Run 1, close-up of the layout:
Region (8, 8) to (38, 38) microns. Cells in gray, sequential cells in the stronger gray; small squares are vias.
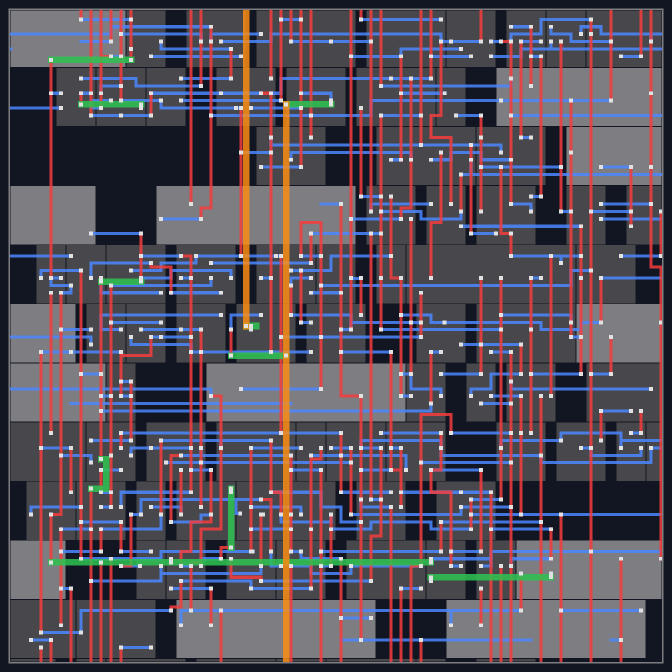
Run 1, clock nets:
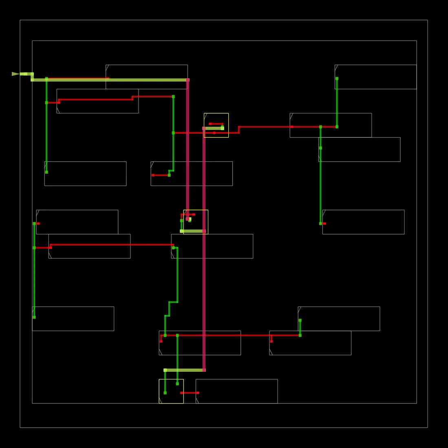
Run 1, wires at chosen ports, followed through buffers:
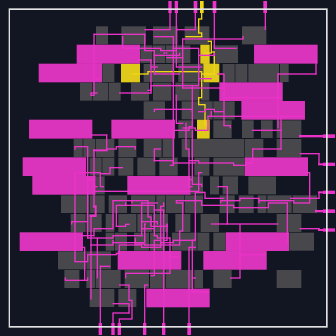
[src/rtl/sat_counter.sv]
// Saturating up-counter with synchronous clear. Holds at all-ones once
// reached; clear takes priority over increment.
module sat_counter #(
  parameter int CNT_W = 16
) (
  input  logic             clk,
  input  logic             rst_n,
  input  logic             clr,
  input  logic             inc,
  output logic [CNT_W-1:0] cnt
);

  logic [CNT_W-1:0] cnt_q;
  logic [CNT_W-1:0] cnt_d;

  // Next count: clear, saturating increment, or hold.
  always_comb begin
    cnt_d = cnt_q;
    if (clr) begin
      cnt_d = '0;
    end else if (inc && (cnt_q != {CNT_W{1'b1}})) begin
      cnt_d = cnt_q + 1'b1;
    end
  end

  // Count register with asynchronous reset.
  always_ff @(posedge clk or negedge rst_n) begin
    if (!rst_n) begin
      cnt_q <= '0;
    end else begin
      cnt_q <= cnt_d;
    end
  end

  assign cnt = cnt_q;

endmodule

[config.mk]
export PLATFORM = sky130hd
export DESIGN_NAME = sat_counter
export DESIGN_NICKNAME = d
export VERILOG_FILES = /design/src/rtl/sat_counter.sv
export SDC_FILE = /design/constraint.sdc
export NUM_CORES = 1
export LEC_CHECK = 0
export CORE_UTILIZATION = 49
export CTS_BUF_LIST = sky130_fd_sc_hd__clkbuf_2 sky130_fd_sc_hd__clkbuf_4 sky130_fd_sc_hd__clkbuf_8
export CTS_CLUSTER_SIZE = 24
export DETAILED_ROUTE_END_ITERATION = 10
export GPL_ROUTABILITY_DRIVEN = 0
export PLACE_DENSITY = 0.85
export SLEW_MARGIN = 10
export SYNTH_ARGS = -nofsm -noshare
export SYNTH_HDL_FRONTEND = slang
export SYNTH_SLANG_ARGS = --single-unit
[constraint.sdc]
create_clock -name clk -period 5.1 [get_ports clk]
set_clock_uncertainty 0.05 [all_clocks]
set_input_delay 1.53 -clock clk [delete_from_list [all_inputs] [get_ports clk]]
set_output_delay 1.53 -clock clk [all_outputs]
set_load 0.05 [all_outputs]
==> flow_metrics.env, run 1 <==
# flow metrics
export IMPL_fp_util=0.5340
export IMPL_hold_buffers=0
export IMPL_synth_area_leader_cell="dfrtp_1"
export IMPL_status="complete, no violations"
export IMPL_finalClockPeriodUsage=0.6325
export IMPL_power_total_mw=0.2163
export IMPL_grt_pass1_wl_mm=3.360
export IMPL_avgSynthCellArea_sq_um=9.614
export IMPL_fp_coreArea_sq_mm=0.001764
export IMPL_drtIter0Drc=19
export IMPL_yosysSeqAreaShare=0.4250
export IMPL_fmax_mhz=310.0
export IMPL_comb_area_sq_um=504.2
export IMPL_synthToLayoutAreaGrowth_pct=23.11
export IMPL_cts_buffer_depth=2
export IMPL_clockRootBuffer="clkbuf_4"
export IMPL_path_class="register to output port"
export IMPL_route_detailed_drc=0
export IMPL_final_setup_tns_ns=0
export IMPL_slew_headroom=0.4552
export IMPL_top_cells_by_count="16 x dfrtp_1, 11 x a21oi_1, 7 x o31ai_1"
export IMPL_grt_total_usage=0.2270
export IMPL_ios=20
export IMPL_cts_tree="yes"
export IMPL_leakage_nw=0.4514
About 'close-up of the layout':
layer	color
metal 3	green
metal 1	blue
metal 4	orange
metal 2	red
sequential cells in the window	7
most frequent	a21oi_1 (10), dfrtp_1 (7)
netlist names of flops here include	`cnt` (7)
cells with their middle in the window	78

About 'clock nets':
registers: 16
Clock group: 0.0672 mW
CTS buffer count: 3
clk sinks: 16

About 'wires at chosen ports, followed through buffers':
port	color	bits	direction	edge	end cells	buffers	wire
`cnt`	magenta	16	output	6 bottom, 5 top, 5 right	16	16	715 microns
`inc`	yellow	1	input	top	4	1	35.2 microns

run 1: metal layers:
layer	up-vias	track usage	wire [microns]
met3	5	0.04762	82
met4	0	0.1059	42
met2	27	0.3549	995
li1	419	-	-
met5	-	0	0
met1	399	0.2970	951
run 1: final cells by class:
cell class | instances | share of cell area
tap | 25 | 0.02697
multi-input combinational | 74 | 0.4347
timing repair buffer | 19 | 0.1640
inverter | 3 | 0.009709
sequential | 16 | 0.3452
clock buffer | 3 | 0.01942
run 1: path summary, 6_finish.rpt:
kind	slack, ns	to	cells past startpoint
min	0.55	cnt[14]$_DFFE_PN0P_	2
max in group asynchronous	2.94	cnt[8]$_DFFE_PN0P_	1
max reg2reg	2.85	cnt[15]$_DFFE_PN0P_	5
min in group asynchronous	1.61	cnt[15]$_DFFE_PN0P_	1
max	1.87	cnt[7]	1
min reg2reg	0.55	cnt[14]$_DFFE_PN0P_	2
run 1: where the power goes:
part | internal (mW) | switching, mW | total, mW
clock network | 0.0275 | 0.0397 | 0.0672
logic | 0.00598 | 0.0136 | 0.0196
registers | 0.128 | 0.00162 | 0.130
run 1: cells in the final DEF (no fill, tap or decap), drive strengths merged:
cell type | synthesis | final
nor4 | 5 | 5
o31ai | 7 | 7
inv | 3 | 3
or3 | 3 | 3
a211oi | 1 | 1
and4 | 2 | 2
nor2 | 4 | 4
nor2b | 4 | 4
nand3b | 1 | 1
o211ai | 1 | 1
ha | 1 | 1
nand4 | 7 | 7
clkdlybuf4s50 | 0 | 19
a21oi | 11 | 11
o21ai | 4 | 4
and3 | 2 | 2
dfrtp | 16 | 16
nand2 | 6 | 6
mux2 | 4 | 4
or4 | 7 | 7
nand3 | 3 | 3
clkbuf | 4 | 3
nor3 | 1 | 1
run 1: logic make-up after synthesis:
kind of cell	after synthesis	synth area share
flops	16	0.4250
buf+inv	8	0.03983
mux	4	0.04781
simple gates	45	0.3121
compound gates	24	0.1620
fa+ha+maj	1	0.01328
run 1: metrics by stage:
stage	hold WS [ns]	setup slack [ns]	instance area, sq um	instances	util
CTS	0.5590	1.889	1160	140	0.6574
finish	0.5538	1.874	1160	140	0.6574
floorplan	0.7595	2.468	942.2	98	-
global route	0.5819	1.808	1160	140	0.6574
global placement	0.5287	1.834	1137	137	0.6447
detailed placement	0.5439	1.712	1137	137	0.6447
Run 1, metal layers overlaid:
Scale bar: 10 microns.
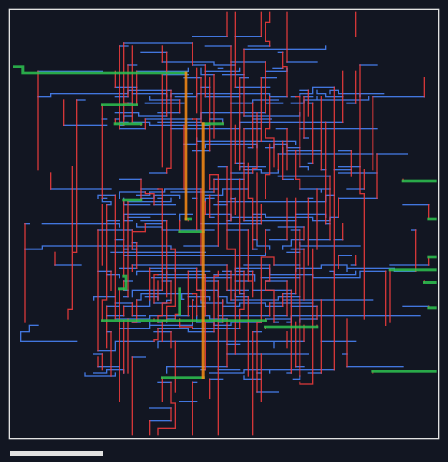

==> run 2: changes to the inputs <==
CORE_UTILIZATION = 47   (was 49)
PLACE_DENSITY = 0.86   (was 0.85)
clock period = 2.9 ns   (was 5.1 ns; I/O delays follow)
Run 2, metal layers overlaid:
Scale bar: 10 microns.
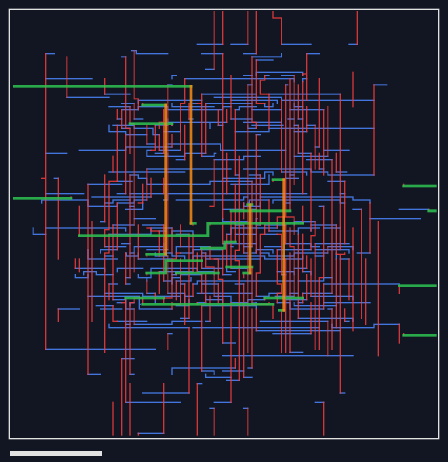
layer	color	wire length
metal 2	red	1,060 microns
metal 1	blue	905 microns
metal 4	orange	53.0 microns
metal 3	green	123 microns

Run 2, drive-strength map:
Scale bar: 10 microns.
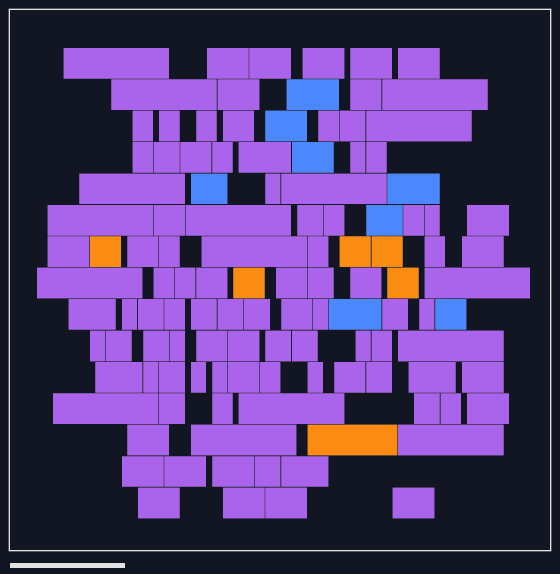
size	color	cells	share
_2 cells	blue	8	6.8%
_0 and _1 cells	purple	103	88%
_3 and _4 cells	orange	6	5.1%

==> run 2 against run 1 <==
  * Via count increased by 4.5%
  * Largest power group unchanged
  * Die size increased by 4.1%
  * First-iteration DRC count increased by 100%
  * Cell count increased by 1.4%
  * Design area increased by 1.3%
  * Hold slack improved by 0.011 ns
  * Wire length increased by 3.3%
  * Highest routed layer unchanged
  * Clock-buffer cell count unchanged
  * Combinational power increased by about 80%
  * Flip-flop count unchanged
  * Synthesized area unchanged
  * Sequential share of layout area decreased by 0.44 points
==> flow_metrics.env, run 2 <==
# flow metrics
export IMPL_drive_above_1_share=0.1197
export IMPL_simple_gate_area_frac=0.3121
export IMPL_xor_share=0
export IMPL_yosysSeqAreaShare=0.4250
export IMPL_cts_num_sinks=16
export IMPL_grt_total_usage=0.2237
export IMPL_final_common_cell="clkdlybuf4s50_1"
export IMPL_cts_buffers=3
export IMPL_fp_util=0.5229
export IMPL_top_cells_by_count="16 x dfrtp_1, 11 x a21oi_1, 7 x o31ai_1"
export IMPL_drtIter0Drc=38
export IMPL_met2_usage=0.3778
export IMPL_route_detailed_drc=0
export IMPL_final_nets=124
export IMPL_logic_family="simple AND/OR/NAND/NOR gates"
export IMPL_ios=20
export IMPL_clockRootBuffer="clkbuf_4"
export IMPL_synth_area_leader_cell="dfrtp_1"
export IMPL_grt_pass1_wl_mm=3.387
export IMPL_slew_headroom=0.5156
export IMPL_cts_tree="yes"
export IMPL_grt_busiest_layer="met2"
export IMPL_met1_usage=0.2743
export IMPL_leakage_nw=0.4617
export IMPL_postLayoutCellArea_sq_mm=0.001175
export IMPL_power_total_mw=0.3778
export IMPL_ys_sh_aoi=0.1620
export IMPL_die_y_microns=46.77
export IMPL_fmax_mhz=393.0
export IMPL_ys_sh_mux=0.04781
export IMPL_status="complete, no violations"
export IMPL_grt_max_degree=23
export IMPL_hold_buffers=0
export IMPL_final_setup_tns_ns=0
export IMPL_path_class="register to output port"
export IMPL_gr_usage_met3=0.05769
export IMPL_synthToLayoutAreaGrowth_pct=24.70
export IMPL_dpl_cell_area_sq_mm=0.001152
export IMPL_fp_coreArea_sq_mm=0.001802
export IMPL_cts_buffer_depth=2
export IMPL_cp_start_kind="register"
==> run 2: cell counts after synthesis <==
No cell type changed its count.
==> run 2: per-stage QoR <==
stage / util / setup slack, ns / hold WS [ns] / cells
after CTS: 0.6521 / 0.3571 / 0.5505 / 142
final: 0.6521 / 0.3555 / 0.5646 / 142
after detailed placement: 0.6396 / 0.2144 / 0.5359 / 139
after global routing: 0.6521 / 0.3042 / 0.5683 / 142
after floorplan: - / 0.7340 / 0.5244 / 98
after global placement: 0.6396 / 0.2969 / 0.5269 / 139
==> run 2: path summary, 6_finish.rpt <==
| check | from | cells past startpoint | endpoint | slack, ns |
|---|---|---|---|---|
| max | cnt[7]$_DFFE_PN0P_ | 1 | cnt[7] | 0.36 |
| max reg2reg | cnt[0]$_DFFE_PN0P_ | 6 | cnt[13]$_DFFE_PN0P_ | 0.78 |
| min | cnt[10]$_DFFE_PN0P_ | 2 | cnt[10]$_DFFE_PN0P_ | 0.56 |
| min reg2reg | cnt[10]$_DFFE_PN0P_ | 2 | cnt[10]$_DFFE_PN0P_ | 0.56 |
| min in group asynchronous | rst_n | 1 | cnt[10]$_DFFE_PN0P_ | 0.96 |
| max in group asynchronous | rst_n | 1 | cnt[7]$_DFFE_PN0P_ | 1.38 |
==> run 2: kinds of logic (layout without fill, tap and decap cells) <==
logic type | after synthesis | count (layout)
AND-OR/OR-AND | 24 | 24
adder cells (fa/ha/maj) | 1 | 1
buffers and inverters | 8 | 27
flip-flops | 16 | 16
multiplexers | 4 | 4
AND/OR/NAND/NOR | 45 | 45
==> run 2: cell type report <==
type,instances,area [sq um]
repair buffers,21,205.2
fillers,156,626.9
well taps,25,31.28
inverters,3,11.26
multi-input cells,74,504.2
clock buffers,3,22.52
flip-flops and latches,16,400.4
==> run 2: layer usage <==
metal / vias up / share of wire
met3: 8 / 0.057
met4: 0 / 0.025
met1: 420 / 0.42
met2: 34 / 0.50
li1: 426 / -
met5: - / 0
==> run 2: report_power, final <==
group / internal [mW] / switching, mW / leakage (nW)
Combinational: 0.0113 / 0.0240 / 0.226
Clock: 0.0482 / 0.0664 / 0.0138
Sequential: 0.225 / 0.00286 / 0.222
Power and IR drop assume default switching activity.
